## src/rtl/fetch_stage_pkg.sv

```systemverilog
// Shared definitions for the fetch stage: RISC-V opcode constants, the bubble
// instruction word and the RUN/HALT state encoding.
package fetch_stage_pkg;

    // RISC-V base opcodes used by fetch.
    localparam logic [6:0] OPC_OP_IMM  = 7'b0010011;
    localparam logic [6:0] HALT_OPCODE = 7'b1111111;

    // addi x0, x0, 0
    localparam logic [31:0] NOP_INSTR = {12'h000, 5'd0, 3'b000, 5'd0, OPC_OP_IMM};

    typedef enum logic {
        StRun  = 1'b0,
        StHalt = 1'b1
    } fetch_state_e;

    function automatic logic is_halt(input logic [31:0] word);
        return word[6:0] == HALT_OPCODE;
    endfunction

endpackage

```

## src/rtl/fetch_stage_if.sv

```systemverilog
// Fetch-stage bus: instruction memory return, hazard/redirect controls in,
// fetch address and IF/ID contents out.
//   master : the fetch stage (drives curPC, IF/ID, halted, fetch_count)
//   slave  : memory / hazard unit / EX side
interface fetch_stage_if;
    logic [31:0] instr;
    logic        stall;
    logic        flush;
    logic        redirect_valid;
    logic [31:0] redirect_pc;
    logic [31:0] curPC;
    logic        if_id_valid;
    logic [31:0] if_id_pc;
    logic [31:0] if_id_pc4;
    logic [31:0] if_id_instr;
    logic        halted;
    logic [31:0] fetch_count;

    modport master (
        input  instr, stall, flush, redirect_valid, redirect_pc,
        output curPC, if_id_valid, if_id_pc, if_id_pc4, if_id_instr, halted, fetch_count
    );

    modport slave (
        output instr, stall, flush, redirect_valid, redirect_pc,
        input  curPC, if_id_valid, if_id_pc, if_id_pc4, if_id_instr, halted, fetch_count
    );
endinterface

```

## src/rtl/fetch_stage_if_id_reg.sv

```systemverilog
// IF/ID pipeline register with load-enable and bubble insertion.
//   clk_i, rst_ni : clock, synchronous active-low reset
//   load_i        : capture pc_i/instr_i as a valid entry
//   bubble_i      : replace contents with an invalid NOP (wins over load_i)
//   valid_o, pc_o, pc4_o, instr_o : registered entry
module fetch_stage_if_id_reg
    import fetch_stage_pkg::*;
(
    input  logic        clk_i,
    input  logic        rst_ni,
    input  logic        load_i,
    input  logic        bubble_i,
    input  logic [31:0] pc_i,
    input  logic [31:0] instr_i,
    output logic        valid_o,
    output logic [31:0] pc_o,
    output logic [31:0] pc4_o,
    output logic [31:0] instr_o
);

    logic        valid_q, valid_d;
    logic [31:0] pc_q, pc_d;
    logic [31:0] pc4_q, pc4_d;
    logic [31:0] instr_q, instr_d;

    always_comb begin
        valid_d = valid_q;
        pc_d    = pc_q;
        pc4_d   = pc4_q;
        instr_d = instr_q;
        if (bubble_i) begin
            // pc/pc4 are left as-is; only valid and the word mark the bubble
            valid_d = 1'b0;
            instr_d = NOP_INSTR;
        end else if (load_i) begin
            valid_d = 1'b1;
            pc_d    = pc_i;
            pc4_d   = pc_i + 32'd4;
            instr_d = instr_i;
        end
    end

    always_ff @(posedge clk_i) begin
        if (!rst_ni) begin
            valid_q <= 1'b0;
            pc_q    <= 32'd0;
            pc4_q   <= 32'd4;
            instr_q <= NOP_INSTR;
        end else begin
            valid_q <= valid_d;
            pc_q    <= pc_d;
            pc4_q   <= pc4_d;
            instr_q <= instr_d;
        end
    end

    assign valid_o = valid_q;
    assign pc_o    = pc_q;
    assign pc4_o   = pc4_q;
    assign instr_o = instr_q;

endmodule

```

## src/rtl/fetch_stage.sv

```systemverilog
// Pipeline front end: PC register, next-PC selection, RUN/HALT FSM and
// fetched-instruction counter; IF/ID register is a sub-module.
//   CLK   : pipeline clock
//   Reset : synchronous active-low reset
//   bus   : fetch_stage_if master (memory word, stall/flush/redirect in;
//           curPC, IF/ID, halted, fetch_count out)
module fetch_stage
    import fetch_stage_pkg::*;
#(
    parameter logic [31:0] RESET_PC = 32'h0000_0000,
    parameter logic [31:0] PC_LIMIT = 32'd128
) (
    input logic          CLK,
    input logic          Reset,
    fetch_stage_if.master bus
);

    fetch_state_e state_q, state_d;
    logic [31:0]  pc_q, pc_d;
    logic [31:0]  count_q, count_d;
    logic         load;
    logic         bubble;

    // Redirect targets are word-aligned by dropping the low bits.
    logic unused_rpc_lo;
    assign unused_rpc_lo = ^bus.redirect_pc[1:0];

    always_comb begin
        state_d = state_q;
        pc_d    = pc_q;
        count_d = count_q;
        load    = 1'b0;
        bubble  = 1'b0;
        if (bus.redirect_valid) begin
            // A halt seen behind a taken branch was wrong-path: resume running.
            pc_d    = {bus.redirect_pc[31:2], 2'b00};
            bubble  = 1'b1;
            state_d = StRun;
        end else if (state_q == StHalt) begin
            // hold everything
        end else if (bus.flush) begin
            bubble = 1'b1;
            if (!bus.stall) pc_d = pc_q + 32'd4;
        end else if (bus.stall) begin
            // hold everything
        end else if (pc_q >= PC_LIMIT) begin
            bubble  = 1'b1;
            state_d = StHalt;
        end else begin
            load    = 1'b1;
            count_d = count_q + 32'd1;
            if (is_halt(bus.instr)) state_d = StHalt;
            else                    pc_d    = pc_q + 32'd4;
        end
    end

    always_ff @(posedge CLK) begin
        if (!Reset) begin
            state_q <= StRun;
            pc_q    <= RESET_PC;
            count_q <= 32'd0;
        end else begin
            state_q <= state_d;
            pc_q    <= pc_d;
            count_q <= count_d;
        end
    end

    fetch_stage_if_id_reg u_if_id_reg (
        .clk_i    (CLK),
        .rst_ni   (Reset),
        .load_i   (load),
        .bubble_i (bubble),
        .pc_i     (pc_q),
        .instr_i  (bus.instr),
        .valid_o  (bus.if_id_valid),
        .pc_o     (bus.if_id_pc),
        .pc4_o    (bus.if_id_pc4),
        .instr_o  (bus.if_id_instr)
    );

    assign bus.curPC       = pc_q;
    assign bus.halted      = (state_q == StHalt);
    assign bus.fetch_count = count_q;

endmodule

```

## src/flat_wrapper.sv

```systemverilog
// flat-port wrapper written by rule: the top's interface ports become plain ports
module fetch_stage_flat import fetch_stage_pkg::*;
#(
    parameter logic [31:0] RESET_PC = 32'h0000_0000,
    parameter logic [31:0] PC_LIMIT = 32'd128
)
  (CLK, Reset, bus_instr, bus_stall, bus_flush, bus_redirect_valid, bus_redirect_pc, bus_curPC, bus_if_id_valid, bus_if_id_pc, bus_if_id_pc4, bus_if_id_instr, bus_halted, bus_fetch_count);
  fetch_stage_if bus_i ();
  input logic CLK;
  input logic Reset;
  input wire logic [$bits(bus_i.instr)-1:0] bus_instr;
  input wire logic [$bits(bus_i.stall)-1:0] bus_stall;
  input wire logic [$bits(bus_i.flush)-1:0] bus_flush;
  input wire logic [$bits(bus_i.redirect_valid)-1:0] bus_redirect_valid;
  input wire logic [$bits(bus_i.redirect_pc)-1:0] bus_redirect_pc;
  output wire logic [$bits(bus_i.curPC)-1:0] bus_curPC;
  output wire logic [$bits(bus_i.if_id_valid)-1:0] bus_if_id_valid;
  output wire logic [$bits(bus_i.if_id_pc)-1:0] bus_if_id_pc;
  output wire logic [$bits(bus_i.if_id_pc4)-1:0] bus_if_id_pc4;
  output wire logic [$bits(bus_i.if_id_instr)-1:0] bus_if_id_instr;
  output wire logic [$bits(bus_i.halted)-1:0] bus_halted;
  output wire logic [$bits(bus_i.fetch_count)-1:0] bus_fetch_count;
  assign bus_i.instr = bus_instr;
  assign bus_i.stall = bus_stall;
  assign bus_i.flush = bus_flush;
  assign bus_i.redirect_valid = bus_redirect_valid;
  assign bus_i.redirect_pc = bus_redirect_pc;
  assign bus_curPC = bus_i.curPC;
  assign bus_if_id_valid = bus_i.if_id_valid;
  assign bus_if_id_pc = bus_i.if_id_pc;
  assign bus_if_id_pc4 = bus_i.if_id_pc4;
  assign bus_if_id_instr = bus_i.if_id_instr;
  assign bus_halted = bus_i.halted;
  assign bus_fetch_count = bus_i.fetch_count;
  fetch_stage #(.RESET_PC(RESET_PC), .PC_LIMIT(PC_LIMIT)) u_core (.CLK(CLK), .Reset(Reset), .bus(bus_i));
endmodule
```

## config.mk

```make
export PLATFORM = sky130hd
export DESIGN_NAME = fetch_stage_flat
export DESIGN_NICKNAME = d
export VERILOG_FILES = /design/src/rtl/fetch_stage_pkg.sv /design/src/rtl/fetch_stage_if.sv /design/src/rtl/fetch_stage_if_id_reg.sv /design/src/rtl/fetch_stage.sv /design/src/flat_wrapper.sv
export SDC_FILE = /design/constraint.sdc
export NUM_CORES = 1
export LEC_CHECK = 0
export CAP_MARGIN = 20
export CORE_MARGIN = 10
export CORE_UTILIZATION = 49
export DETAILED_ROUTE_END_ITERATION = 12
export GPL_ROUTABILITY_DRIVEN = 0
export PLACE_DENSITY = 0.86
export SLEW_MARGIN = 20
export SYNTH_ARGS = -nofsm -noshare
export SYNTH_HDL_FRONTEND = slang
export SYNTH_SLANG_ARGS = --single-unit
```

## constraint.sdc

```tcl
create_clock -name CLK -period 6.35 [get_ports CLK]
set_clock_uncertainty 0.05 [all_clocks]
set_input_delay 1.5875 -clock CLK [delete_from_list [all_inputs] [get_ports CLK]]
set_output_delay 1.5875 -clock CLK [all_outputs]
set_load 0.05 [all_outputs]
```

Fig. 1: run 1, cells coloured by class
(2 px per um)
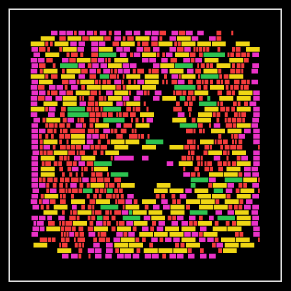
legend:
  sequential cells:
    colour: yellow
    cells: 156
    share_of_their_area: 34%
  combinational and other logic:
    colour: red
    cells: 504
    share_of_their_area: 34%
  clock drivers and dummy loads:
    colour: green
    cells: 30
    share_of_their_area: 6.8%
  remaining buffers and delay cells:
    colour: magenta
    cells: 232
    share_of_their_area: 25%
area of all placed cells without fillers: 9444 sq um
cell row count: 42

Fig. 2: run 1, signal wires by layer
(3 px per um) Two of the layers only.
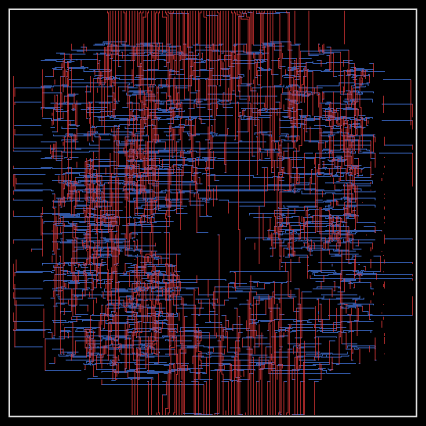
legend:
  metal 1:
    colour: blue
    wire_length: 7880 um
  metal 2:
    colour: red
    wire_length: 9510 um
mean routed wirelength per cell: 17.70 um
number of vias in the routed layout: 6107
total routing usage reported by global routing: 0.2057

==> run notes, run 1 <==
Synthesis and place-and-route results.

- In this run, the synthesized area fraction spent on xor and xnor cells is recorded as 0.02556.
- The net total in the final layout is 983.
- The number of buffer and inverter stages on the critical path is 2.
- Along the worst hold path, the cell count comes to 2.
- The setup slack on the worst flop-to-flop path is 3570 ps.
- The H-tree generated during clock tree synthesis spans 4 levels.
- The top-area cell type share of the netlist area is 0.4796.
- The cell depth of the worst flop-to-flop path is 6.
- Per the synth log, the flip-flop and latch total comes to 156.
- The fraction of power consumed by the clock network is 0.467.
- Per STA, the worst path accumulates the most delay in the family simple AND/OR/NAND/NOR gates.
- The post-synthesis average cell area is 9.119 sq um.
- The power in combinational cells is 0.000216 W.
- The post-detailed-route DRC marker count is 0.
- The final-layout clock buffer total is 20.
- STA shows the worst min-delay path finishing at u_core.u_if_id_reg.pc_o[4]$_SDFFE_PN0P_.
- In the final report, the number of endpoints failing setup comes to 0.
- The worst path required time is 6640 ps.
- The flow ran to the end, and the final reports show no timing, DRC or antenna violations.
- The leakage dissipation is 3.401 nW.
- The estimated wirelength of the detail-placed design is 13.58 mm.
- Summed over all failing endpoints, the final setup total negative slack is 0 ps.
- The hold violation count in the final report is 0.
- The final timing report lists a max-slew violation count of 0.
- The number of multi-input combinational cells in the layout is 491.
- Per Yosys stat, the portion of area used by sequential elements is 0.4796.
- For the worst setup path, the data arrival time is 4410 ps.
- OpenSTA, run right after detailed placement, puts the worst setup slack at 1852 ps.
- The number of cells on the critical path is 6.
- The slowest stage of the critical path belongs to the cell sky130_fd_sc_hd__clkdlybuf4s50_1.
- STA lists the maximum fanout along the critical path as 18.
- Entering global routing, the biggest net connects 105 pins.
- The report lists the number of cells resized after CTS as 0.
- The layout report gives the multi-input gate share of total cell area as 0.3290.
- The Yosys step of the flow raised 0 warnings.
- The kind of end point of the critical path is a flip-flop.
- The flow reported a cell area power density of 245.9 nW/um^2.
- Summing all flip-flop and latch instances after layout gives 3123 sq um.
- The total die size is 18300 sq um.
- TritonCTS built the clock tree.
- The number of tap instances is 176.
- The area reported by Yosys stat is 6511 sq um.
- Per the OpenROAD floorplan log, the width of the die is 135.3 um.
- The met1 usage is 0.2385.
- Per the hold report, the tightest min-delay path originates at u_core.u_if_id_reg.pc_o[4]$_SDFFE_PN0P_.
- Walking the worst path, the cells encountered are clkdlybuf4s50_1 > nor4_1 > clkdlybuf4s18_2 > nand4_1 > or4_1 > a21oi_1.
- The most frequent cell after synthesis is sky130_fd_sc_hd__dfxtp_1.
- The power report attributes to the combinational group a share of 0.093.
- The final antenna diode tally reported by the flow is 0.
- The share of total power in sequential cells is 0.440.
- The clock passes through at most 2 buffers.
- The number of primary I/O pins is 231.
- The core region is 13140 sq um.
- The number of clock buffers added by TritonCTS is 17.
- Per the skew report, the later register of the worst-skew pair sees a clock latency of 420 ps.
Fig. 3: run 1, met3 routing
(3 px per um)
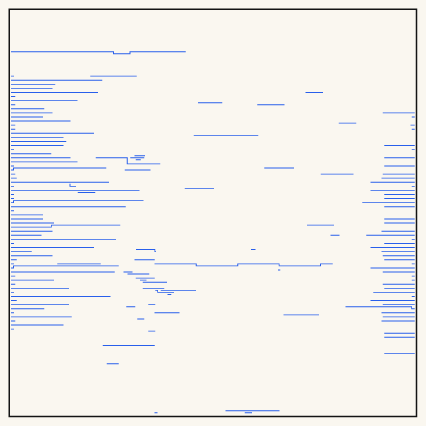
longest straight run: 43.2 um
wire length on this layer: 1730 um
share of all routed wire: 8.9%
main direction: horizontal
met3 layer usage reported by global route: 0.08383
aggregate routed wire length: 19.43 mm

==> run 1 -> run 2 <==
--- a/config.mk
+++ b/config.mk
@@ -7,10 +7,10 @@
 export LEC_CHECK = 0
 export CAP_MARGIN = 20
 export CORE_MARGIN = 10
-export CORE_UTILIZATION = 49
+export CORE_UTILIZATION = 45
 export DETAILED_ROUTE_END_ITERATION = 12
 export GPL_ROUTABILITY_DRIVEN = 0
-export PLACE_DENSITY = 0.86
+export PLACE_DENSITY = 0.8
 export SLEW_MARGIN = 20
 export SYNTH_ARGS = -nofsm -noshare
 export SYNTH_HDL_FRONTEND = slang
==> constraint.sdc (replaced) <==
create_clock -name CLK -period 4.1 [get_ports CLK]
set_clock_uncertainty 0.05 [all_clocks]
set_input_delay 1.025 -clock CLK [delete_from_list [all_inputs] [get_ports CLK]]
set_output_delay 1.025 -clock CLK [all_outputs]
set_load 0.05 [all_outputs]
Fig. 4: run 2, placement view
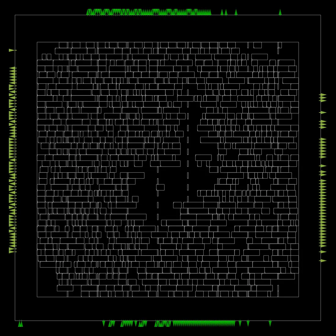
cell row count: 43
final core utilization: 0.6686

Fig. 5: run 2, signal wires by layer
(3 px per um) Two of the layers only.
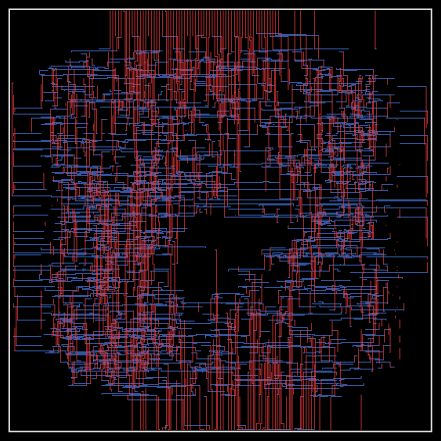
legend:
  metal 1:
    colour: blue
    wire_length: 8250 um
  metal 2:
    colour: red
    wire_length: 9770 um
number of vias in the routed layout: 6115
aggregate routed wire length: 19.92 mm
total routing usage reported by global routing: 0.1926

==> run 2 against run 1 <==
  * Combinational power grew 55%
  * Total power grew 48%
  * Non-clock buffer count grew 3
==> run notes, run 2 <==
Synthesis and place-and-route results.

- The design area is 9389 sq um (was 9444 sq um).
- The post-detailed-route DRC marker count was 0 (unchanged).
- The family with the most delay on the worst path is simple AND/OR/NAND/NOR gates (unchanged).
- The number of multi-input combinational cells in the layout is 491 (unchanged).
- The number of buffers inserted to repair setup after CTS is 0 (unchanged).
- The count of mapped cells out of synthesis was 714 (unchanged).
- The final-layout clock buffer total is 18 (was 20).
- The power in combinational cells is 0.000334 W (was 0.000216 W).
- The leakage dissipation was 3.384 nW (was 3.401 nW).
- The area reported by Yosys stat came to 6511 sq um (unchanged).
- The total die size is 19680 sq um (was 18300 sq um).
- The hold violation count in the final report was 0 (unchanged).
- The non-clock buffer instance count of the final layout is 235 (was 232).
- The worst hold path stage count is 2 (unchanged).
- The combinational group share of total power was 0.097 (was 0.093).
- The detailed-routed wire length on met3 is 1.609 mm (was 1.730 mm).
- The clock-pin transition on the worst setup and hold timing paths is 60 ps (about the same).
- The number of tap instances is 180 (was 176).
- The flip-flop and latch power is 0.00158 W (was 0.00102 W).
- The top-area cell type share of the netlist area is 0.4796 (unchanged).
- The met3 track demand over resource in global routing is 0.07809 (was 0.08383).
- The maximum number of pins on one net before global-route repair is 77 (was 105).
- The met1 usage is 0.2262 (was 0.2385).
- The wire length of the first global-routing pass is 31.41 mm (was 30.71 mm).
- The synthesized-area fraction occupied by xor and xnor cells is 0.02556 (unchanged).
- The kind of start point of the critical path is a primary input (unchanged).
- The final setup violation count was 0 (unchanged).
- The warning total across the stage logs is 30 (was 32).
- The sequential portion of the cell area was 0.3326 (was 0.3307).
- The net total in the final layout was 986 (was 983).
- The number of buffer and inverter stages on the critical path is 2 (unchanged).
- The estimated wirelength of the detail-placed design is 14.11 mm (was 13.58 mm).
- The power density normalized to cell area was 367.2 nW/um^2 (was 245.9 nW/um^2).
- The number of max-slew violations in the final report is 0 (unchanged).
- The cell depth of the worst flop-to-flop path is 5 (was 6).
- The total clock buffers created by CTS came to 17 (unchanged).
- The maximum fanout encountered on the critical timing path came to 14 (was 18).
- The latest clock arrival within the worst-skew pair came to 420 ps (about the same).
- The worst path required time is 4400 ps (was 6640 ps).
- The deepest level of the CTS H-tree is 4 (unchanged).
- The combinational share of cell area is 0.3309 (was 0.3290).
- The post-synthesis average cell area is 9.119 sq um (unchanged).
- The number of cells in the finished layout apart from fillers is 1106 (was 1098).
- The kind of end point of the critical path is a flip-flop (unchanged).
- The proportion of total power due to net switching is 0.2639 (was 0.2388).
- The synthesis-to-layout area growth is 44.20% (was 45.04%).
- The number of synthesized register bits was 156 (unchanged).
- The post-synthesis sequential area ratio is 0.4796 (unchanged).
- The TritonCTS clock tree was yes (unchanged).
- The arrival time of data at the critical path endpoint is 3330 ps (was 4410 ps).
- The x dimension of the die came to 140.3 um (was 135.3 um).
- The area fraction in and, or, nand and nor cells after synthesis came to 0.2667 (unchanged).
- The count of antenna diodes in the layout is 0 (unchanged).
- The startpoint of the most critical hold path is u_core.u_if_id_reg.pc4_o[3]$_SDFFE_PN0P_ (was u_core.u_if_id_reg.pc_o[4]$_SDFFE_PN0P_).
- The fraction of met2 tracks used by global routing is 0.3155 (was 0.3356).
- The number of gates resized after CTS came to 0 (unchanged).
- The number of buffers between clock root and the deepest sink is 2 (unchanged).
- The cell with the biggest individual delay on the critical path was sky130_fd_sc_hd__or4_1 (was sky130_fd_sc_hd__clkdlybuf4s50_1).
- The fraction of power consumed by the clock network is 0.444 (was 0.467).
- The most frequent cell after synthesis is sky130_fd_sc_hd__dfxtp_1 (unchanged).
- The placeable core area came to 14040 sq um (was 13140 sq um).
- Worst-path cell chain: clkdlybuf4s50_1 > nor4_1 > buf_4 > nand4_1 > or4_1 > a21oi_1 (was clkdlybuf4s50_1 > nor4_1 > clkdlybuf4s18_2 > nand4_1 > or4_1 > a21oi_1).
- The setup slack on the worst flop-to-flop path is 1400 ps (was 3570 ps).
- The endpoint with the worst hold slack is u_core.u_if_id_reg.pc4_o[3]$_SDFFE_PN0P_ (was u_core.u_if_id_reg.pc_o[4]$_SDFFE_PN0P_).
- Run status: completed (unchanged).
- The number of primary I/O pins is 231 (unchanged).
- The sequential cell area is 3123 sq um (unchanged).
- The dominant logic cell type in the layout is sky130_fd_sc_hd__clkdlybuf4s50_1 (unchanged).
- The share of total power in sequential cells is 0.459 (was 0.440).
- The total of warnings raised by yosys is 0 (unchanged).
- The number of cells on the critical path was 6 (unchanged).
- The per-cell via count in the routed design is 5.529 (was 5.562).
- The mean routed wirelength per cell is 18.01 um (was 17.70 um).
- The post-placement worst setup slack is 660.7 ps (was 1852 ps).
- The total negative slack is 0 ps (unchanged).
- The number of global-route vias before repair is 5921 (was 5761).
==> run 2 -> run 3 <==
--- a/config.mk
+++ b/config.mk
@@ -7,10 +7,10 @@
 export LEC_CHECK = 0
 export CAP_MARGIN = 20
 export CORE_MARGIN = 10
-export CORE_UTILIZATION = 45
+export CORE_UTILIZATION = 41
 export DETAILED_ROUTE_END_ITERATION = 12
 export GPL_ROUTABILITY_DRIVEN = 0
-export PLACE_DENSITY = 0.8
+export PLACE_DENSITY = 0.77
 export SLEW_MARGIN = 20
 export SYNTH_ARGS = -nofsm -noshare
 export SYNTH_HDL_FRONTEND = slang
==> constraint.sdc (replaced) <==
create_clock -name CLK -period 2.5 [get_ports CLK]
set_clock_uncertainty 0.05 [all_clocks]
set_input_delay 0.625 -clock CLK [delete_from_list [all_inputs] [get_ports CLK]]
set_output_delay 0.625 -clock CLK [all_outputs]
set_load 0.05 [all_outputs]
Fig. 6: run 3, placement view
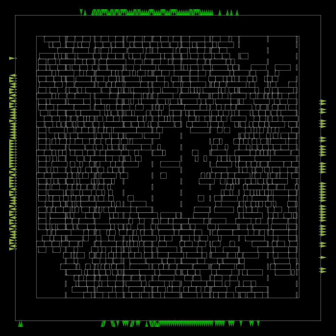
Fill cells: 1361
final core utilization: 0.6214
cell row count: 46
fraction of area in registers: 0.3203

Fig. 7: run 3, cells coloured by class
(2 px per um)
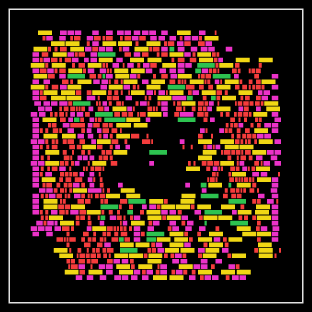
legend:
  sequential cells:
    colour: yellow
    cells: 156
    share_of_their_area: 33%
  clock drivers and dummy loads:
    colour: green
    cells: 31
    share_of_their_area: 5.9%
  combinational and other logic:
    colour: red
    cells: 504
    share_of_their_area: 33%
  remaining buffers and delay cells:
    colour: magenta
    cells: 275
    share_of_their_area: 28%
total core area: 15710 sq um
area of all placed cells without fillers: 9763 sq um

==> run 3 against run 2 <==
  * Global-route usage shrank 0.91 points
  * Via count grew 1.9%
  * Sequential share of layout area down 1.2 points
  * Clock power up 59%
  * Count of clock-buffer cells in the layout up 1
  * Critical endpoint is now bus_curPC[9]
  * Largest cell class unchanged
  * Highest routed layer unchanged
==> run notes, run 3 <==
Synthesis and place-and-route results.

- The non-clock buffer instance count of the final layout was 275 (was 235).
- The number of multi-input combinational cells in the layout is 491 (unchanged).
- The met1 usage is 0.2109 (was 0.2262).
- The post-placement worst setup slack is -299.3 ps (was 660.7 ps).
- The fraction of met2 tracks used by global routing is 0.3062 (was 0.3155).
- The clock-pin transition on the worst setup and hold timing paths is 60 ps (about the same).
- The cell depth of the worst flop-to-flop path is 7 (was 5).
- The classification of the worst setup path is flip-flop to output port (was primary input to flip-flop).
- The most frequent cell after synthesis is sky130_fd_sc_hd__dfxtp_1 (unchanged).
- The endpoint with the worst hold slack is u_core.u_if_id_reg.pc_o[5]$_SDFFE_PN0P_ (was u_core.u_if_id_reg.pc4_o[3]$_SDFFE_PN0P_).
- The area fraction in and, or, nand and nor cells after synthesis was 0.2667 (unchanged).
- The count of antenna diodes in the layout is 0 (unchanged).
- The routed wire length is 20.34 mm (was 19.92 mm).
- The flip-flop and latch power is 0.00259 W (was 0.00158 W).
- The startpoint of the most critical hold path is u_core.u_if_id_reg.pc_o[5]$_SDFFE_PN0P_ (was u_core.u_if_id_reg.pc4_o[3]$_SDFFE_PN0P_).
- The total die size is 21320 sq um (was 19680 sq um).
- Worst-path cell chain: clkdlybuf4s50_1 (was clkdlybuf4s50_1 > nor4_1 > buf_4 > nand4_1 > or4_1 > a21oi_1).
- The total negative slack is 0 ps (unchanged).
- The post-synthesis sequential area ratio is 0.4796 (unchanged).
- The area reported by Yosys stat is 6511 sq um (unchanged).
- The maximum number of pins on one net before global-route repair is 68 (was 77).
- The total number of vias is 6229 (was 6115).
- The wire length of the first global-routing pass is 32.41 mm (was 31.41 mm).
- The number of buffers between clock root and the deepest sink is 2 (unchanged).
- The number of cells on the critical path is 1 (was 6).
- The total of warnings raised by yosys was 0 (unchanged).
- The x dimension of the die is 146.0 um (was 140.3 um).
- The worst path required time was 1820 ps (was 4400 ps).
- The estimated wirelength of the detail-placed design is 14.96 mm (was 14.11 mm).
- The number of global-route vias before repair was 5974 (was 5921).
- The hold violation count in the final report is 0 (unchanged).
- The number of primary I/O pins came to 231 (unchanged).
- The kind of start point of the critical path is a flip-flop (was primary input).
- The combinational group share of total power came to 0.103 (was 0.097).
- The met3 track demand over resource in global routing is 0.07509 (was 0.07809).
- The setup slack on the worst flop-to-flop path is 270 ps (was 1400 ps).
- The power in combinational cells is 0.000578 W (was 0.000334 W).
- The kind of end point of the critical path is an output port (was flip-flop).
- The proportion of total power due to net switching is 0.2587 (was 0.2639).
- The synthesis-to-layout area growth is 49.94% (was 44.20%).
- The detailed-routed wire length on met3 is 1.545 mm (was 1.609 mm).
- The number of tap instances is 216 (was 180).
- The number of buffers inserted to repair setup after CTS is 0 (unchanged).
- The count of mapped cells out of synthesis came to 714 (unchanged).
- The final-layout clock buffer total was 19 (was 18).
- The synthesized-area fraction occupied by xor and xnor cells was 0.02556 (unchanged).
- The power density normalized to cell area came to 575.1 nW/um^2 (was 367.2 nW/um^2).
- The maximum fanout encountered on the critical timing path is 7 (was 14).
- The number of gates resized after CTS is 1 (was 0).
- The leakage dissipation is 3.615 nW (was 3.384 nW).
- The per-cell via count in the routed design is 5.270 (was 5.529).
- The dominant logic cell type in the layout is sky130_fd_sc_hd__clkdlybuf4s50_1 (unchanged).
- The fraction of power consumed by the clock network came to 0.435 (was 0.444).
- The latest clock arrival within the worst-skew pair is 420 ps (about the same).
- The top-area cell type share of the netlist area is 0.4796 (unchanged).
- The post-synthesis average cell area is 9.119 sq um (unchanged).
- The number of synthesized register bits is 156 (unchanged).
- The endpoint of the worst setup timing path is bus_curPC[9] (was u_core.bus.fetch_count[31]$_SDFFE_PN0P_).
- The cell with the biggest individual delay on the critical path is sky130_fd_sc_hd__clkdlybuf4s50_1 (was sky130_fd_sc_hd__or4_1).
- The TritonCTS clock tree is yes (unchanged).
- The arrival time of data at the critical path endpoint is 1760 ps (was 3330 ps).
- The share of total power in sequential cells was 0.462 (was 0.459).
- The family with the most delay on the worst path is buffers and inverters (was simple AND/OR/NAND/NOR gates).
- Run status: completed (unchanged).
- The number of buffer and inverter stages on the critical path is 1 (was 2).
- The warning total across the stage logs was 30 (unchanged).
- The number of max-slew violations in the final report is 0 (unchanged).
No activity file was given, so power comes from the tool's default toggle rates.
